[src/rtl/serial_pkg.sv]
// serial_pkg: shared state encoding and default line parameters for the UART transmitter
package serial_pkg;

    localparam int CLK_FREQ_DEFAULT = 100_000_000;
    localparam int BAUD_DEFAULT     = 115_200;

    typedef enum logic [1:0] {IDLE, START, DATA, STOP} state_t;

endpackage

[src/rtl/serial_baud_gen.sv]
// serial_baud_gen: bit-period counter emitting a one-cycle tick on the last cycle of each bit
module serial_baud_gen #(
    parameter int CLK_MUL = 868,
    parameter int W       = $clog2(CLK_MUL)
) (
    input  logic clk,
    input  logic rst,
    input  logic en,
    output logic tick
);

    logic [W-1:0] cnt;

    assign tick = en && cnt == W'(CLK_MUL - 1);

    // count 0..CLK_MUL-1 while a frame runs, parked at 0 otherwise
    always_ff @(posedge clk) begin
        if (rst || !en)
            cnt <= '0;
        else
            cnt <= tick ? '0 : cnt + 1'b1;
    end

endmodule

[src/rtl/serial.sv]
// serial: 8N1 UART transmitter with registered tx/busy and zero-latency frame start
module serial
    import serial_pkg::*;
#(
    parameter int CLK_FREQ = CLK_FREQ_DEFAULT,
    parameter int BAUD     = BAUD_DEFAULT
) (
    input  logic       clk,
    input  logic       rst,
    input  logic [7:0] data,
    input  logic       txe,
    output logic       tx,
    output logic       busy
);

    localparam int CLK_MUL       = CLK_FREQ / BAUD;
    localparam int CLK_MUL_WIDTH = $clog2(CLK_MUL);

    if (CLK_MUL < 2) begin : g_bad_clk_mul
        $error("serial: CLK_FREQ / BAUD must be at least 2");
    end

    state_t     state, state_n;
    logic [7:0] shift, shift_n;
    logic [2:0] idx, idx_n;
    logic       tx_n, busy_n;
    logic       tick;

    serial_baud_gen #(
        .CLK_MUL (CLK_MUL),
        .W       (CLK_MUL_WIDTH)
    ) u_baud (
        .clk  (clk),
        .rst  (rst),
        .en   (state != IDLE),
        .tick (tick)
    );

    // next-state and next-output logic; tx/busy are computed one edge ahead so they leave as flops
    always_comb begin
        state_n = state;
        shift_n = shift;
        idx_n   = idx;
        tx_n    = tx;
        busy_n  = busy;
        case (state)
            IDLE: if (txe) begin
                state_n = START;
                shift_n = data;
                idx_n   = '0;
                tx_n    = 1'b0;
                busy_n  = 1'b1;
            end
            START: if (tick) begin
                state_n = DATA;
                tx_n    = shift[0];
                shift_n = {1'b0, shift[7:1]};
            end
            DATA: if (tick) begin
                state_n = idx == 3'd7 ? STOP : DATA;
                tx_n    = idx == 3'd7 ? 1'b1 : shift[0];
                shift_n = {1'b0, shift[7:1]};
                idx_n   = idx + 3'd1;
            end
            STOP: if (tick) begin
                state_n = IDLE;
                tx_n    = 1'b1;
                busy_n  = 1'b0;
            end
            default: state_n = IDLE;
        endcase
    end

    // state and output registers; reset aborts any frame and idles the line
    always_ff @(posedge clk) begin
        if (rst) begin
            state <= IDLE;
            shift <= '0;
            idx   <= '0;
            tx    <= 1'b1;
            busy  <= 1'b0;
        end else begin
            state <= state_n;
            shift <= shift_n;
            idx   <= idx_n;
            tx    <= tx_n;
            busy  <= busy_n;
        end
    end

endmodule

[config.mk]
export PLATFORM = sky130hd
export DESIGN_NAME = serial
export DESIGN_NICKNAME = d
export VERILOG_FILES = /design/src/rtl/serial_pkg.sv /design/src/rtl/serial_baud_gen.sv /design/src/rtl/serial.sv
export SDC_FILE = /design/constraint.sdc
export NUM_CORES = 1
export LEC_CHECK = 0
export CAP_MARGIN = 20
export CORE_MARGIN = 2
export CORE_UTILIZATION = 50
export DETAILED_ROUTE_END_ITERATION = 8
export PLACE_DENSITY = 0.74
export SETUP_SLACK_MARGIN = 0.1
export SYNTH_ARGS = -nofsm -noshare
export SYNTH_HDL_FRONTEND = slang
export SYNTH_HIERARCHICAL = 1
export SYNTH_SLANG_ARGS = --single-unit
[constraint.sdc]
create_clock -name clk -period 2.32 [get_ports clk]
set_input_delay 0.464 -clock clk [delete_from_list [all_inputs] [get_ports clk]]
set_output_delay 0.464 -clock clk [all_outputs]
set_load 0.03 [all_outputs]
### Clock wires, drivers and flops, run 1

The bar under the picture is 20 um long.
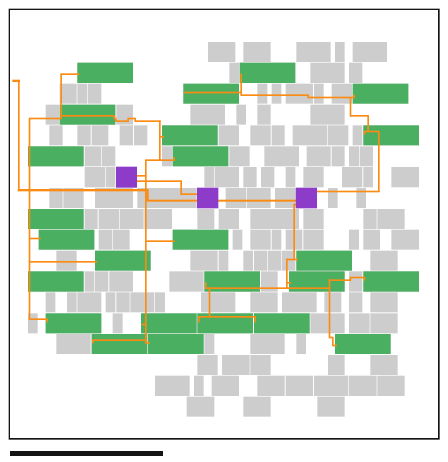
[clock-net drivers] purple | count: 3
[flip-flops] green | count: 25
[clock wires] orange | length: 287 um
routed clock nets: 4

### Placement by cell class, run 1

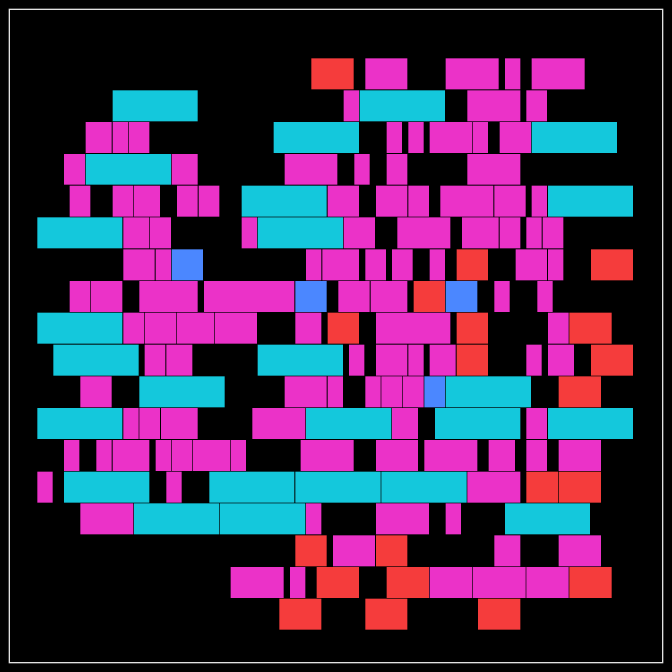
[clock drivers and dummy loads] blue | cells: 4 | share of their area: 1.8%
[registers] cyan | cells: 25 | share of their area: 33%
[remaining buffers and delay cells] red | cells: 20 | share of their area: 12%
[remaining logic cells] magenta | cells: 113 | share of their area: 53%

### Sequential cells colored by netlist name, run 1

Other sequential cells in the stronger gray, the rest of the logic in the fainter gray.
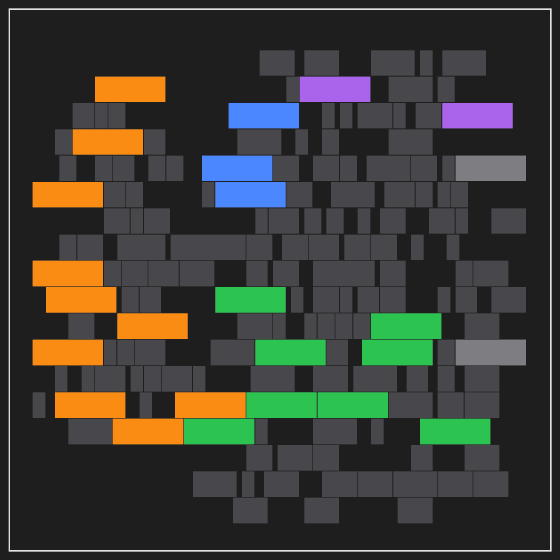
[idx] blue | flops: 3
[u_baud/cnt] orange | flops: 10
[shift] green | flops: 8
[state] purple | flops: 2
not colored: 2

### Gate-type map, run 1

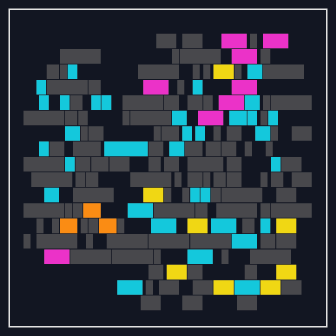
[xor and xnor cells] orange | cells: 3 | most used: xor2_1
[mux cells] yellow | cells: 8 | most used: mux2i_1
[fa/ha/maj cells] magenta | cells: 8 | most used: ha_1
[aoi and oai cells] cyan | cells: 33 | most used: a21oi_1

==> results.json, run 1 <==
{
  "synth-main-ff-cell": "dfxtp_1",
  "syn_area_per_cell_sq_um": 9.314,
  "core_sq_mm": 0.002500,
  "comb_power_share_pct": 56.8,
  "crit_required_ns": 2.56,
  "grt-busiest-layer": "met2",
  "grt_use_met1_pct": 18.97,
  "ant_nets": 0,
  "syn_inst": 144,
  "mostFrequentLayoutCells": "25 x dfxtp_1, 19 x nor2_1, 12 x clkdlybuf4s50_1",
  "cts_max_path_buffers": 2,
  "clock-sinks": 25,
  "critPathMaxFanout": 13,
  "fin_skew_ns": 0.009027,
  "finalClockPeriodUsage_pct": 86.75,
  "met2_usage_pct": 31.80,
  "rsz0062_at_grt": "no",
  "power_clock_w": 0.000195,
  "timing.final.max_slew_violations": 0,
  "status": "finished, final reports clean",
  "pwr-share-clk_pct": 10.9,
  "drcViolationCount": 0,
  "die_w_um": 55.80,
  "logic_area_sq_um": 767.0,
  "end_kind": "flop",
  "crit_cells": 9,
  "hold_viol_final": 0,
  "fillers": 215,
  "critical_path_buf_inv_count": 2,
  "drtIter0Drc": 15,
  "critPathLaunch": "state[0]",
  "placementRows": 18,
  "min_period_ns": 2.013,
  "async_reset_ff_share_pct": 0,
  "grt_pass1_vias": 1061,
  "vias_per_cell": 5.646,
  "dieArea_sq_mm": 0.003113,
  "power_switching_w": 0.0007420,
  "first_pass_iters": 4,
  "highest_layer": "met4",
  "mostFrequentLayoutCell": "dfxtp_1",
  "die_y_um": 55.80,
  "peakVddDrop_v": 0.0008559,
  "synth-edff-count": 0,
  "warnings": 30,
  "dp_slack_ns": 0.2887,
  "area_leaders": "dfxtp_1 37%, ha_1 7.5%, a211oi_2 6.5%",
  "num_io_pins": 13,
  "hold_class": "reg2reg",
  "seq_area_sq_um": 500.5,
  "htreeDepth": 1,
  "drv_cap": 0,
  "power.group.top": "combinational cells",
  "syn_nets": 163,
  "setup_ws_ns": 0.3075,
  "crit_end": "shift[6]",
  "pg_seq_w": 0.000576,
  "met2WireLength_mm": 1.308,
  "grt_util_met3_pct": 4.884,
  "ctsRootBufferMaster": "clkbuf_4",
  "vias": 1084,
  "power_frac_seq_pct": 32.3,
  "comb-power_w": 0.00101,
  "io_buffers": 12,
  "gp_congestion": 0.7721,
  "grt-ovfl-total": 0,
  "synth_cell_types": 36,
  "wl_per_cell_um": 13.41,
  "dr_wl_met3_um": 72,
  "clk_latency_ns": 0.32,
  "startpoint_type": "flop",
  "min_path_cells": 1,
  "ys.warnings.count": 6
}
## run 1: per-stage QoR
stage / hold WS (ns) / std cells / power (W) / util, %
after global placement: 0.4415 / 184 / 0.001452 / 59.41
after floorplan: 0.4297 / 144 / 0.001381 / -
after global routing: 0.5144 / 192 / 0.001906 / 61.71
after CTS: 0.4870 / 188 / 0.001697 / 60.51
final: 0.4802 / 192 / 0.001784 / 61.71
after detailed placement: 0.4554 / 184 / 0.001503 / 59.41
## run 1: cell families after synthesis
logic type | share of synthesized area (%)
XOR/XNOR | 1.959
adder cells (fa/ha/maj) | 7.463
AND-OR/OR-AND | 22.39
buffers and inverters | 5.876
flip-flops | 37.31
multiplexers | 5.970
AND/OR/NAND/NOR | 19.03
## run 1: area by class of cell
class                      count  share of cell area (%)
clock buffer                   3                   1.460
clock inverter                 1                  0.3244
inverter                       8                   1.946
multi-input combinational    105                   49.72
sequential                    25                   32.44
tap                           30                   2.433
timing repair buffer          20                   11.68
## run 1: synthesized netlist by cell type, types with 2 or more instances
cell,instances
nor3_1,2
a211oi_1,2
nor2_2,3
nand2_1,4
ha_1,8
buf_2,2
mux2i_1,8
a211oi_2,7
dfxtp_1,25
or4_1,2
nand4_1,2
nand2b_1,2
xor2_1,2
nor2_1,19
a22oi_1,2
a21oi_1,11
o31ai_1,3
a31o_2,2
or3_1,3
inv_1,8
nand3_1,6
and3_2,2
o21ai_0,6
## run 1: timing repair
action                                  4_1_cts  5_1_grt
endpoints found under the setup margin        0        4
buffers inserted                              0        4
gates resized                                 0        0
hold buffers                                  0        0
## run 1: flip-flops by register name (all words and copies together) (netlist names)
register	flops
busy	1
idx	3
shift	8
state	2
tx	1
u_baud/cnt	10
## Run 2: what changed since run 1
- RECOVER_POWER: default -> 50
### Placement by cell class, run 2

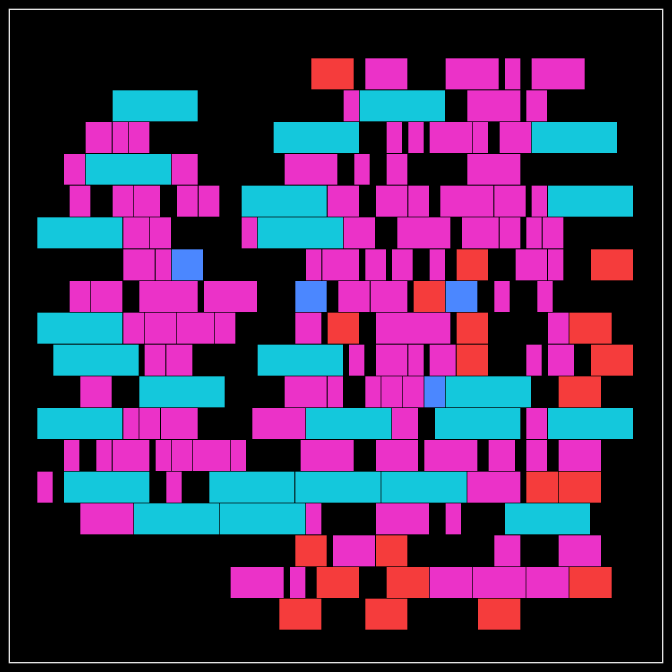
[remaining buffers and delay cells] red | cells: 20 | share of their area: 12%
[clock drivers and dummy loads] blue | cells: 4 | share of their area: 1.8%
[registers] cyan | cells: 25 | share of their area: 34%
[remaining logic cells] magenta | cells: 113 | share of their area: 53%

### The clock network, run 2

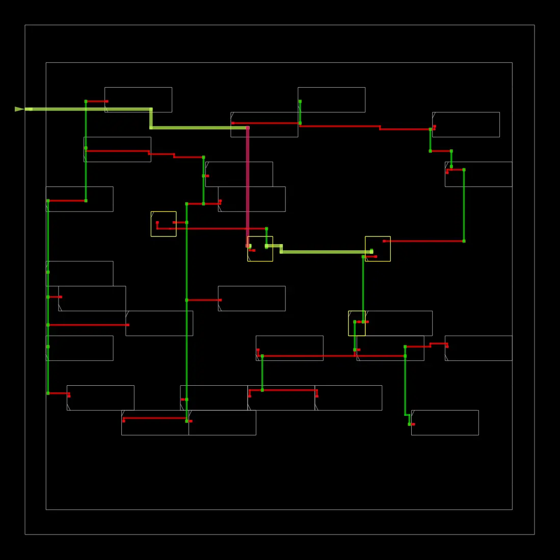
FF+latch count: 25
clk_skew: 0.007844 ns
CTS buffer count: 3

==> results.json, run 2 <==
{
  "status": "finished, final reports clean",
  "gr-usage-all-layers_pct": 17.26,
  "ant_nets": 0,
  "clk_latency_ns": 0.32,
  "cp_common_cell": "inv_1",
  "hold_viol_final": 0,
  "power_frac_seq_pct": 32.3,
  "mux_area_share_pct": 5.970,
  "slowest_delay_ns": 0.39,
  "grt_pass1_wl_mm": 4.388,
  "whs_ns": 0.4775,
  "synthTopLogicFamily": "AND-OR/OR-AND gates",
  "end_kind": "flop",
  "drt-met1-wl_mm": 1.217,
  "area_leaders": "dfxtp_1 37%, ha_1 7.5%, a211oi_2 6.5%",
  "grt_util_met3_pct": 4.884,
  "die_w_um": 55.80,
  "mostFrequentLayoutCell": "dfxtp_1",
  "stdcell_area_sq_mm": 0.001529,
  "wl_mm": 2.587,
  "ys.warnings.count": 6,
  "top_cell": "dfxtp_1",
  "min_period_ns": 2.057,
  "comb_power_share_pct": 56.5,
  "synth-edff-count": 0,
  "met2WireLength_mm": 1.264,
  "placementRows": 18,
  "drtIter0Drc": 23,
  "vias": 1087,
  "dr_wl_met3_um": 77,
  "grt_pass1_vias": 1061,
  "crit_family": "simple AND/OR/NAND/NOR gates",
  "core_sq_mm": 0.002500,
  "gp_congestion": 0.7721,
  "critical_path_buf_inv_count": 2,
  "ys_area_sq_mm": 0.001341,
  "synth_cell_types": 36,
  "syn_area_per_cell_sq_um": 9.314,
  "tns_ns": 0,
  "criticalPathCategory": "reg2reg",
  "timing.final.max_slew_violations": 0,
  "io_buffers": 12,
  "fa_ha_area_share_pct": 7.463,
  "syn_inst": 144,
  "power_switching_w": 0.0007454,
  "met2_usage_pct": 31.80,
  "num_io_pins": 13,
  "top_regs": "u_baud/cnt (10), shift (8), idx (3)",
  "hold_class": "reg2reg",
  "grt-busiest-layer": "met2",
  "clock-sinks": 25,
  "final_cells": 192,
  "wl_per_cell_um": 13.47,
  "common_cells": "25 x dfxtp_1, 19 x nor2_1, 11 x a21oi_1",
  "crit_required_ns": 2.58,
  "drv_cap": 0,
  "synth-main-ff-cell": "dfxtp_1",
  "first_pass_iters": 4,
  "dp_hpwl_mm": 1.875,
  "dp_cells": 184,
  "vias_per_cell": 5.661,
  "xor_area_share_pct": 1.959,
  "drcViolationCount": 0,
  "simple_gate_share_pct": 19.03,
  "cts_max_path_buffers": 2,
  "dieArea_sq_mm": 0.003113,
  "ys_sh_aoi_pct": 22.39,
  "largest_reg_flops": 10,
  "syn_nets": 163,
  "htreeDepth": 1,
  "pwr-share-clk_pct": 11.1,
  "async_reset_ff_share_pct": 0,
  "ctsRootBufferMaster": "clkbuf_4",
  "peakVddDrop_v": 0.0008542,
  "top_register": "u_baud/cnt",
  "power.density_mw_per_mm2": 1164,
  "cts_resized": 0,
  "rsz0062_at_grt": "no",
  "critPathMaxFanout": 13,
  "highest_layer": "met4",
  "grt-ovfl-total": 0,
  "mostFrequentLayoutCells": "25 x dfxtp_1, 19 x nor2_1, 11 x a21oi_1",
  "die_y_um": 55.80,
  "fmax_mhz": 486.1,
  "finalClockPeriodUsage_pct": 88.68,
  "holdBufCountCts": 0,
  "slowest_stage": "dfxtp_1",
  "grt_max_degree": 15,
  "warnings": 30,
  "grt_use_met1_pct": 18.97,
  "startpoint_type": "flop"
}
### Gate-type map, run 2

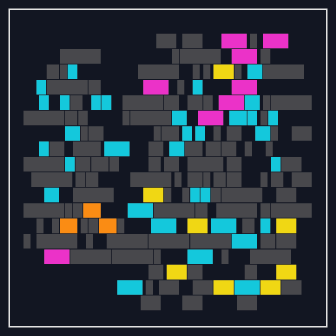
[mux cells] yellow | cells: 8 | most used: mux2i_1
[aoi and oai cells] cyan | cells: 33 | most used: a21oi_1
[xor and xnor cells] orange | cells: 3 | most used: xor2_1
[fa/ha/maj cells] magenta | cells: 8 | most used: ha_1

## run 2: cell counts after synthesis
Identical to the previous run, type by type.
## run 2: logic make-up (layout without fill, tap and decap cells)
group,count (synthesis),count (layout)
adder cells (fa/ha/maj),8,8
multiplexers,8,8
flip-flops,25,25
AND-OR/OR-AND,37,37
AND/OR/NAND/NOR,49,49
XOR/XNOR,3,3
buffers and inverters,14,32
## run 2: metrics by stage
step / power [W] / setup slack, ns / util [%]
after global routing: 0.001895 / 0.08760 / 61.16
after global placement: 0.001452 / 0.3647 / 59.41
after detailed placement: 0.001503 / 0.2887 / 59.41
after CTS: 0.001697 / 0.2637 / 60.51
final: 0.001780 / 0.2627 / 61.16
after floorplan: 0.001381 / 0.2317 / -
## run 2: power by group through the flow
stage          logic (W)  clock network (W)  registers (W)
6_report         0.00101           0.000198       0.000575
3_5_place_dp    0.000917                  0       0.000586
4_1_cts         0.000918           0.000202       0.000576
3_3_place_gp    0.000872                  0       0.000580
2_1_floorplan   0.000786                  0       0.000595
5_1_grt          0.00110           0.000213       0.000587
## run 2: cell type report
cell class | count | area (sq um)
clock inverters | 1 | 5.005
multi-input cells | 105 | 753.2
well taps | 30 | 37.54
clock buffers | 3 | 22.52
fillers | 218 | 970.9
repair buffers | 20 | 180.2
inverters | 8 | 30.03
flip-flops and latches | 25 | 500.5
## run 2: final timing paths
path                  from       endpoint  slack (ns)  depth (start not counted)
max               state[0]       shift[5]        0.26                          9
min          u_baud/cnt[0]  u_baud/cnt[0]        0.48                          1
max reg2reg       state[0]       shift[5]        0.26                          9
min reg2reg  u_baud/cnt[0]  u_baud/cnt[0]        0.48                          1
## run 2: timing repair
item,CTS,global route
setup buffers,0,4
endpoints found under the setup margin,0,4
hold endpoints to repair,0,0
## Run 3: what changed since run 2
- MAX_ROUTING_LAYER: default -> met4
- SYNTH_HIERARCHICAL: 1 -> default
### The clock network, run 3

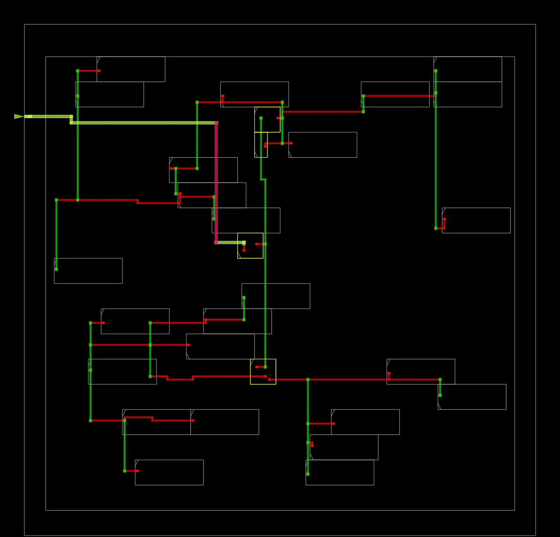
Late-Pin Clk Latency: 0.31 ns
clk sinks: 25

### Clock wires, drivers and flops, run 3

The bar under the picture is 20 um long.
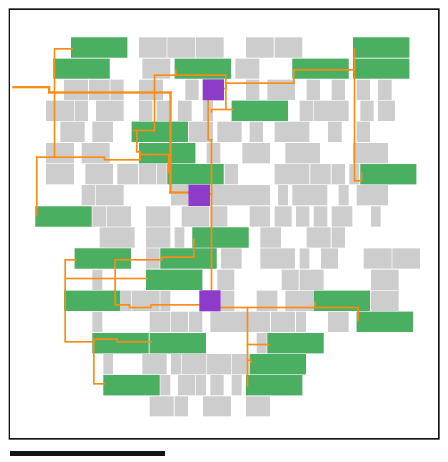
[clock wires] orange | length: 288 um
[flip-flops] green | count: 25
[clock-net drivers] purple | count: 3
routed clock nets: 4

==> results.json, run 3 <==
{
  "synth_cell_types": 39,
  "wl_mm": 2.368,
  "rsz0062_at_grt": "no",
  "gp_congestion": 0.7104,
  "mostFrequentLayoutCells": "25 x dfxtp_1, 16 x nand3_1, 13 x nor2_1",
  "logic_area_sq_um": 750.7,
  "grt-ovfl-total": 0,
  "holdBufCountCts": 0,
  "top_register": "u_baud.cnt",
  "common_cells": "25 x dfxtp_1, 16 x nand3_1, 13 x nor2_1",
  "htreeDepth": 1,
  "synth-main-ff-cell": "dfxtp_1",
  "ys_cells": 138,
  "comb-power_w": 0.000658,
  "area_leaders": "dfxtp_1 38%, ha_1 7.6%, mux2i_1 6.1%",
  "cts_setup_buffers": 0,
  "io_buffers": 12,
  "syn_area_per_cell_sq_um": 9.484,
  "end_kind": "flop",
  "grt_max_degree": 19,
  "crit_required_ns": 2.58,
  "placementRows": 18,
  "fin_skew_ns": 0.005085,
  "netlist_area_sq_mm": 0.001309,
  "min_period_ns": 1.892,
  "cts_max_path_buffers": 2,
  "power_frac_seq_pct": 39.8,
  "wl_per_cell_um": 13.23,
  "die_y_um": 55.16,
  "power.group.top": "combinational cells",
  "grt_pass1_wl_mm": 3.650,
  "criticalPathCategory": "reg2reg",
  "startpoint_type": "flop",
  "hold_viol_final": 0,
  "vias": 1002,
  "drv_cap": 0,
  "postPlaceCellArea_sq_mm": 0.001439,
  "largest_reg_flops": 10,
  "peakVddDrop_v": 0.0005846,
  "comb_power_share_pct": 46.7,
  "power_switching_w": 0.0005414,
  "die_w_um": 55.16,
  "drcViolationCount": 0,
  "tns_ns": 0,
  "ys.warnings.count": 0,
  "syn_inst": 138,
  "first_pass_iters": 4,
  "core_sq_mm": 0.002477,
  "dp_hpwl_mm": 1.726,
  "critPathMaxFanout": 16,
  "drtIter0Drc": 11,
  "gr-usage-all-layers_pct": 17.06,
  "power_w": 0.001409,
  "synth_top_area_share_pct": 38.24,
  "num-nets-final": 169,
  "power_clock_w": 0.000191,
  "synth-edff-count": 0,
  "power.density_mw_per_mm2": 964.3,
  "ant_nets": 0,
  "dieArea_sq_mm": 0.003043,
  "timing.final.max_slew_violations": 0,
  "seq_area_sq_um": 500.5,
  "top_regs": "u_baud.cnt (10), shift (8), idx (3)",
  "grt_pass1_vias": 849,
  "relSlewSlack_pct": 61.45,
  "pwr-share-clk_pct": 13.6,
  "cts_buffers": 3,
  "async_reset_ff_share_pct": 0,
  "syn_nets": 157,
  "mostFrequentLayoutCell": "dfxtp_1",
  "hold_class": "reg2reg",
  "ctsRootBufferMaster": "clkbuf_4",
  "vias_per_cell": 5.598,
  "finalClockPeriodUsage_pct": 81.57,
  "cts_tree": "done",
  "top_cell": "dfxtp_1",
  "final_layout_size_suffix_gt1_share_pct": 12.08,
  "status": "finished, final reports clean",
  "num_io_pins": 13,
  "cts_resized": 0,
  "antenna_found_initial": 0,
  "ys_area_sq_mm": 0.001309,
  "fillers": 248,
  "fmax_mhz": 528.4,
  "warnings": 30,
  "stdcell_area_sq_mm": 0.001461,
  "pg_seq_w": 0.000561
}
### Placement by cell class, run 3

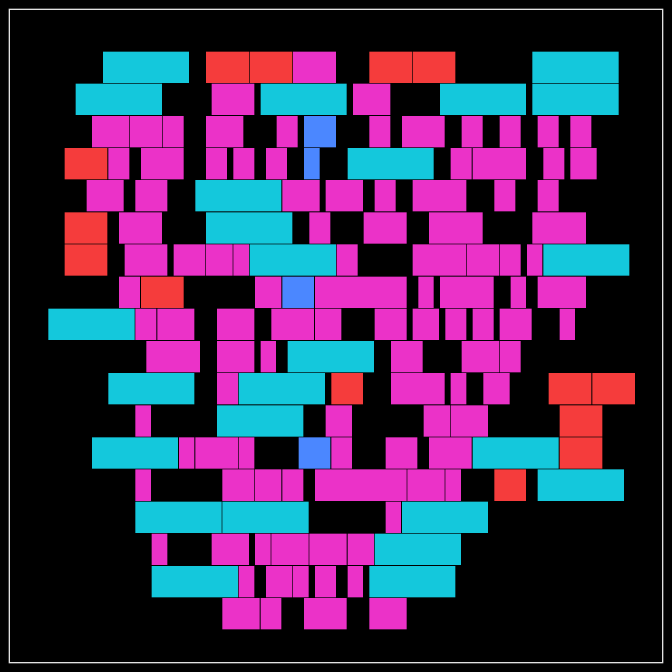
[clock drivers and dummy loads] blue | cells: 4 | share of their area: 1.8%
[registers] cyan | cells: 25 | share of their area: 35%
[remaining logic cells] magenta | cells: 106 | share of their area: 54%
[remaining buffers and delay cells] red | cells: 14 | share of their area: 9.5%

## run 3: cells by family (layout without fill, tap and decap cells)
family / Yosys count / count (layout) / share of synthesized area (%)
AND-OR/OR-AND: 25 / 25 / 13.39
flip-flops: 25 / 25 / 38.24
adder cells (fa/ha/maj): 8 / 8 / 7.648
AND/OR/NAND/NOR: 53 / 53 / 24.28
XOR/XNOR: 8 / 8 / 5.354
buffers and inverters: 10 / 21 / 4.111
multiplexers: 9 / 9 / 6.979
## run 3: final timing paths
kind	from	slack, ns	to	cells past startpoint
worst max-delay path	state[0]	0.43	shift[7]	6
worst min-delay path	shift[6]	0.47	shift[6]	2
worst max register to register	state[0]	0.43	shift[7]	6
worst min register to register	shift[6]	0.47	shift[6]	2
## run 3: area by class of cell
type / count / share of cell area (%)
well taps: 30 / 2.568
flip-flops and latches: 25 / 34.25
multi-input cells: 103 / 51.37
repair buffers: 14 / 9.247
clock buffers: 4 / 1.798
inverters: 3 / 0.7705
## run 3: critical path: stages (launching register included)
cell and delay (ns):
dfxtp_1 0.39, inv_1 0.11, ha_1 0.33, nand3b_1 0.50, nor3b_1 0.34, a31oi_1 0.06, nor2_1 0.10
## run 3: layer usage
layer | up-vias | part of all wire, % | GRT usage, % | wire length [um]
met5 | - | 0 | - | 0
met4 | 0 | 0.51 | 7.317 | 12
met3 | 2 | 3.1 | 2.419 | 74
met2 | 15 | 48 | 27.18 | 1145
met1 | 472 | 48 | 21.63 | 1135
li1 | 513 | - | - | -
## run 3: per-stage QoR
step	util (%)	std cells	worst slack, ns	hold WS, ns
after floorplan	-	138	0.6855	0.4259
after global placement	58.08	175	0.3973	0.4429
after detailed placement	58.08	175	0.3235	0.4555
after CTS	59.14	179	0.4298	0.4815
after global routing	58.99	179	0.2815	0.4930
final	58.99	179	0.4277	0.4743
Power is estimated from default activity; no workload was simulated.
